<file path="src/rtl/mac_load_sequencer.sv">
// Load sequencer: streams feature/weight bytes into the MAC loader,
// then launches the MAC and reports job completion.
module mac_load_sequencer #(
    parameter int N_A = 16,
    parameter int N_W = 16
) (
    input  logic             clk,
    input  logic             rst,
    input  logic             start,
    input  logic             abort,
    input  logic             a_valid,
    input  logic signed [7:0] a_data,
    output logic             a_ready,
    input  logic             w_valid,
    input  logic signed [7:0] w_data,
    output logic             w_ready,
    input  logic             mac_done,
    output logic             loader_rst,
    output logic signed [7:0] port_A,
    output logic             write_enable_A,
    output logic signed [7:0] port_W,
    output logic             write_enable_W,
    output logic             mac_start,
    output logic             busy,
    output logic             done
);

    typedef enum logic [2:0] {
        IDLE, CLEAR, LOAD, FIRE, WAIT, DONE
    } state_t;

    localparam logic [4:0] NA = 5'(N_A);
    localparam logic [4:0] NW = 5'(N_W);

    state_t            state_q, state_d;
    logic [4:0]        cnt_a_q, cnt_a_d;
    logic [4:0]        cnt_w_q, cnt_w_d;
    logic signed [7:0] port_a_q, port_a_d;
    logic signed [7:0] port_w_q, port_w_d;
    logic              we_a_q, we_a_d;
    logic              we_w_q, we_w_d;
    logic              a_hs, w_hs;

    // Ready drops with abort so an aborted cycle never launches a write
    assign a_ready = (state_q == LOAD) && (cnt_a_q < NA) && !abort;
    assign w_ready = (state_q == LOAD) && (cnt_w_q < NW) && !abort;
    assign a_hs    = a_valid && a_ready;
    assign w_hs    = w_valid && w_ready;

    always_comb begin
        state_d  = state_q;
        cnt_a_d  = cnt_a_q;
        cnt_w_d  = cnt_w_q;
        port_a_d = port_a_q;
        port_w_d = port_w_q;
        we_a_d   = 1'b0;
        we_w_d   = 1'b0;

        if (a_hs) begin
            port_a_d = a_data;
            we_a_d   = 1'b1;
            cnt_a_d  = cnt_a_q + 5'd1;
        end
        if (w_hs) begin
            port_w_d = w_data;
            we_w_d   = 1'b1;
            cnt_w_d  = cnt_w_q + 5'd1;
        end

        unique case (state_q)
            IDLE:  if (start) state_d = CLEAR;
            CLEAR: begin
                cnt_a_d = 5'd0;
                cnt_w_d = 5'd0;
                state_d = LOAD;
            end
            // Full counts mean the last strobe is already on the port
            LOAD:  if (cnt_a_q == NA && cnt_w_q == NW) state_d = FIRE;
            FIRE:  state_d = WAIT;
            WAIT:  if (mac_done) state_d = DONE;
            DONE:  state_d = IDLE;
            default: state_d = IDLE;
        endcase

        if (abort) state_d = IDLE;
    end

    always_ff @(posedge clk) begin
        if (rst) begin
            state_q  <= IDLE;
            cnt_a_q  <= 5'd0;
            cnt_w_q  <= 5'd0;
            port_a_q <= 8'sd0;
            port_w_q <= 8'sd0;
            we_a_q   <= 1'b0;
            we_w_q   <= 1'b0;
        end else begin
            state_q  <= state_d;
            cnt_a_q  <= cnt_a_d;
            cnt_w_q  <= cnt_w_d;
            port_a_q <= port_a_d;
            port_w_q <= port_w_d;
            we_a_q   <= we_a_d;
            we_w_q   <= we_w_d;
        end
    end

    assign port_A         = port_a_q;
    assign port_W         = port_w_q;
    assign write_enable_A = we_a_q;
    assign write_enable_W = we_w_q;
    assign loader_rst     = (state_q == CLEAR);
    assign mac_start      = (state_q == FIRE);
    assign done           = (state_q == DONE);
    assign busy           = (state_q != IDLE);

endmodule

</file>
<file path="config.mk">
export PLATFORM = sky130hd
export DESIGN_NAME = mac_load_sequencer
export DESIGN_NICKNAME = d
export VERILOG_FILES = /design/src/rtl/mac_load_sequencer.sv
export SDC_FILE = /design/constraint.sdc
export NUM_CORES = 1
export LEC_CHECK = 0
export ABC_AREA = 0
export CORE_MARGIN = 5
export CORE_UTILIZATION = 46
export CTS_BUF_LIST = sky130_fd_sc_hd__clkbuf_4 sky130_fd_sc_hd__clkbuf_8
export DETAILED_ROUTE_END_ITERATION = 16
export GPL_ROUTABILITY_DRIVEN = 0
export PLACE_DENSITY = 0.86
export RECOVER_POWER = 50
export SYNTH_ARGS = -nofsm -noshare
export SYNTH_HDL_FRONTEND = slang
export SYNTH_SLANG_ARGS = --single-unit
</file>
<file path="constraint.sdc">
create_clock -name clk -period 3.25 [get_ports clk]
set_clock_uncertainty 0.2 [all_clocks]
set_input_delay 0.975 -clock clk [delete_from_list [all_inputs] [get_ports clk]]
set_output_delay 0.975 -clock clk [all_outputs]
set_load 0.01 [all_outputs]
</file>
**Congestion heat map**

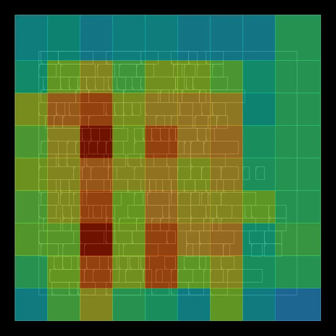
met1 GRT Util: 20.6%
GRT Util Overall: 18.4%
final core utilization: 67.0%
Global Route met2 Usage: 29.8%

**Layout detail**

Region (36, 36) to (61, 61) um. Cells in grey, sequential cells in the stronger grey; small squares are vias.
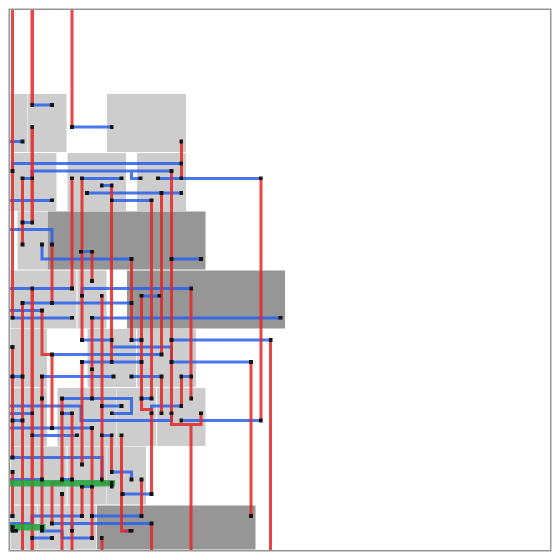
legend:
  green:
    layer: M3
  red:
    layer: M2
  blue:
    layer: M1
cells with their middle in the window: 22
netlist names of flops here include: `cnt_w_q` (3)
most frequent: dfxtp_1 (3)
sequential cells in the window: 3

**Sequential cells coloured by netlist name**

Drawn at 8 px/um. Other sequential cells in the stronger grey, the rest of the logic in the fainter grey.
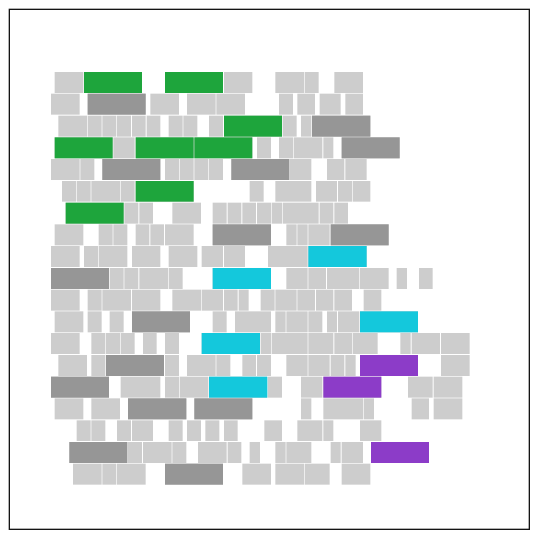
legend:
  cyan:
    signal: `cnt_a_q`
    placed_flops: 5
    where: centre
  green:
    signal: `port_W`
    placed_flops: 8
  purple:
    signal: `state_q`
    placed_flops: 3
sequential cell area share: 32.7%
Seq. pwr: 0.384 mW

**Gate-type map**

Drawn at 4 px/um.
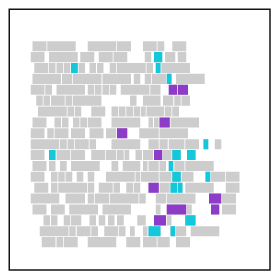
legend:
  purple:
    family: and/or cells
    cells: 10
  cyan:
    family: nor cells
    cells: 16
Post-Layout Cell Count: 240
Comb/total area: 34.9%
Commonest Layout Cell: clkdlybuf4s50_1

**Metal 1**

Drawn at 4 px/um.
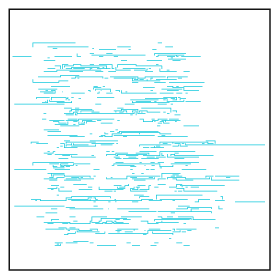
main direction: horizontal
nets with wire on the layer: 206
final WL: 3650 um
via count: 1,363

==> results_dict.tcl <==
# collected from the flow reports
set metrics [dict create \
    outcome "finished, final reports clean" \
    yosysWarnings 0 \
    clock_power_share_pct 37.0 \
    cts_resized 9 \
    cts_setup_buffers 0 \
    comb_area_um2 662 \
    endpoint "w_ready" \
    postSynthSeqShare_pct 44.9 \
    num-nonclk-buffers 51 \
    p_comb_mw 0.0619 \
    ios 47 \
    cp.arrival_ps 1990 \
    comb_cells 112 \
    place_hpwl_um 2530 \
    worstHoldPathCells 2 \
    ys_ff 31 \
    r2r_start "state_q[1]" \
    top_area_cell_class "multi-input combinational cells" \
    power_switching_mw 0.167 \
    synth_top_area_share_pct 44.9 \
    first_global_vias 1325 \
    rows 19 \
    area_leaders "dfxtp_1 (45%), a21oi_1 (8.7%), nand3_1 (8.0%), o21ai_0 (7.2%), ha_1 (3.6%)" \
    synth.avg_cell_area_um2 8.38 \
    clock_area_share_pct 3.83 \
    slew_headroom_pct 35.3 \
    final-hold-violation-count 0 \
    whs_ps 285 \
    maxCapViolations 0 \
    die-area_um2 4200 \
    combPwrFrac_pct 8.7 \
    buffer_area_share_pct 25.1 \
    crit_cells 4 \
    cts.htree.levels 2 \
    flop_cell "dfxtp_1" \
    slew_viol_final 0 \
    cts.sinks 31 \
    clkbuf_count 7 \
    nFillCells 225 \
    power.internal_mw 0.542 \
    clk_pin_slew_ps 100 \
    layout-drive-gt1-share_pct 6.70 \
    synth_area_um2 1380 \
    crit_buf_inv 2 \
    dr.pass1.iters 4 \
    cts_hold_buffers 0 \
    dieWidth_um 64.8 \
    tightestPinTransition_ps 971 \
    chipHeight_um 64.8 \
    r2r_slack_ps 1020 \
    antenna_left 0 \
    worstPathRequired_ps 2070 \
    yosysUniqueCellTypes 30 \
    nets 235 \
    netlist_instances 165 \
    hold_class "reg2reg" \
    grt_antenna_before_repair 0 \
    switching_share_pct 23.5 \
    crit_path_start "abort" \
    core_area_um2 2830 \
    cpMaxStageDelayCell "or4b_4" \
    grt_pass1_wl_um 6110 \
    drc 0 \
    via_per_inst 5.68 \
    postSynth.asyncResetShare_pct 0 \
    flop_area_um2 621 \
    reg2regPathDepth 4 \
    fp_util_pct 48.9 \
    cts_buffer_depth 2 \
    power_density_nw_per_um2 374 \
    r2r-end "cnt_a_q[3]" \
    wl_per_cell_um 15.2 \
    power_top_consumer "sequential cells" \
    power.total_mw 0.708 \
    grt_max_degree 30 \
    nonClockInverterCount 7 \
    cp-end-kind "output port" \
    start_kind "primary input" \
    power_frac_seq_pct 54.2 \
    setup_viol_count_final 0 \
    crit_chain "dlygate4sd2_1 -> or4b_4 -> nor2_1 -> buf_2" \
    edf_count 0 \
    ir_drop_v 0.000380 \
    fp_nets 192 \
    place.port_buffers 46 \
    tritoncts "yes" \
    max_stage_delay_ps 520 \
    numCtsBuffers 5 \
    warning_count 28 \
    min_to "port_A[2]" \
    crit_family "simple AND/OR/NAND/NOR gates" \
    p_leak_nw 0.649 \
    area_growth_pct 37.1 \
    taps 31 \
    post-route-min-period_ps 3160 \
    root_buffer "clkbuf_4" \
    clk-power_mw 0.262 \
    antennaDiodeCount 0 \
    ys_cells 165 \
    top_area_cell "dfxtp_1" \
    overflow 0 \
    path_class "in2out" \
    min_from "port_A[2]" \
    drt_iter0_markers 72 \
    yosys_area_um2 1380 \
    clkLatencyLatePin_ps 330 \
    fmax_ghz 0.316 \
    period_used_pct 97.3 \
    cp_max_fo 4 \
    nFlopsAndLatches 31 \
    rsz0062_at_grt "no" \
]
[through the flow]
step	std cells	setup slack, ps	utilization [%]	area [um^2]	setup TNS (ps)
floorplan	165	112	-	1380	0
global placement	232	-506	65.5	1850	-1010
detailed placement	232	-517	65.5	1850	-1020
CTS	240	46.5	67.6	1910	0
global route	240	35.2	67.0	1900	0
finish	240	88.3	67.0	1900	0
[layout by cell type (no fill, tap or decap), drive strengths merged, types with 3 or more instances in the layout]
| master | count |
|---|---|
| inv | 7 |
| nand2b | 3 |
| ha | 4 |
| a21oi | 24 |
| nor3 | 3 |
| buf | 4 |
| dfxtp | 31 |
| clkdlybuf4s50 | 42 |
| o31ai | 4 |
| nand3 | 22 |
| or4 | 4 |
| nor2 | 7 |
| clkbuf | 10 |
| o21ai | 20 |
[state kept, by name, indices dropped and copies added, names as in the netlist]
name            cells
state_q             3
write_enable_A      1
port_W              8
port_A              8
cnt_w_q             5
write_enable_W      1
cnt_a_q             5
[Yosys cell counts, drive strengths merged, types with 2 or more instances]
library cell,number
o21ai,20
nor2,7
buf,4
o31ai,4
and3,2
inv,7
nor3,3
dfxtp,31
a31oi,2
a21oi,24
or4,4
nor4,2
ha,4
nand3,22
nor2b,2
clkbuf,11
nand2b,3
o21a,2
[layer usage]
metal	global-route usage [%]	share of wire [%]	vias up
met5	0	0	-
met4	7.12	2.1	0
met3	9.67	9.3	9
met2	29.8	47	47
met1	20.6	41	630
li1	-	-	677
[worst min-delay path, delay by kind of cell (launching register included)]
kind | cells | cell delay, ps
AOI/OAI and AO/OA | 2 | 130
DFF | 1 | 320
[cell families after synthesis]
family | after synthesis | synth area share (%)
simple gates | 54 | 22.8
compound gates | 52 | 20.1
flops | 31 | 44.9
buf+inv | 22 | 7.24
fa+ha+maj | 4 | 3.62
xor+xnor | 1 | 0.634
mux | 1 | 0.724
No activity file was given, so power comes from the tool's default toggle rates.
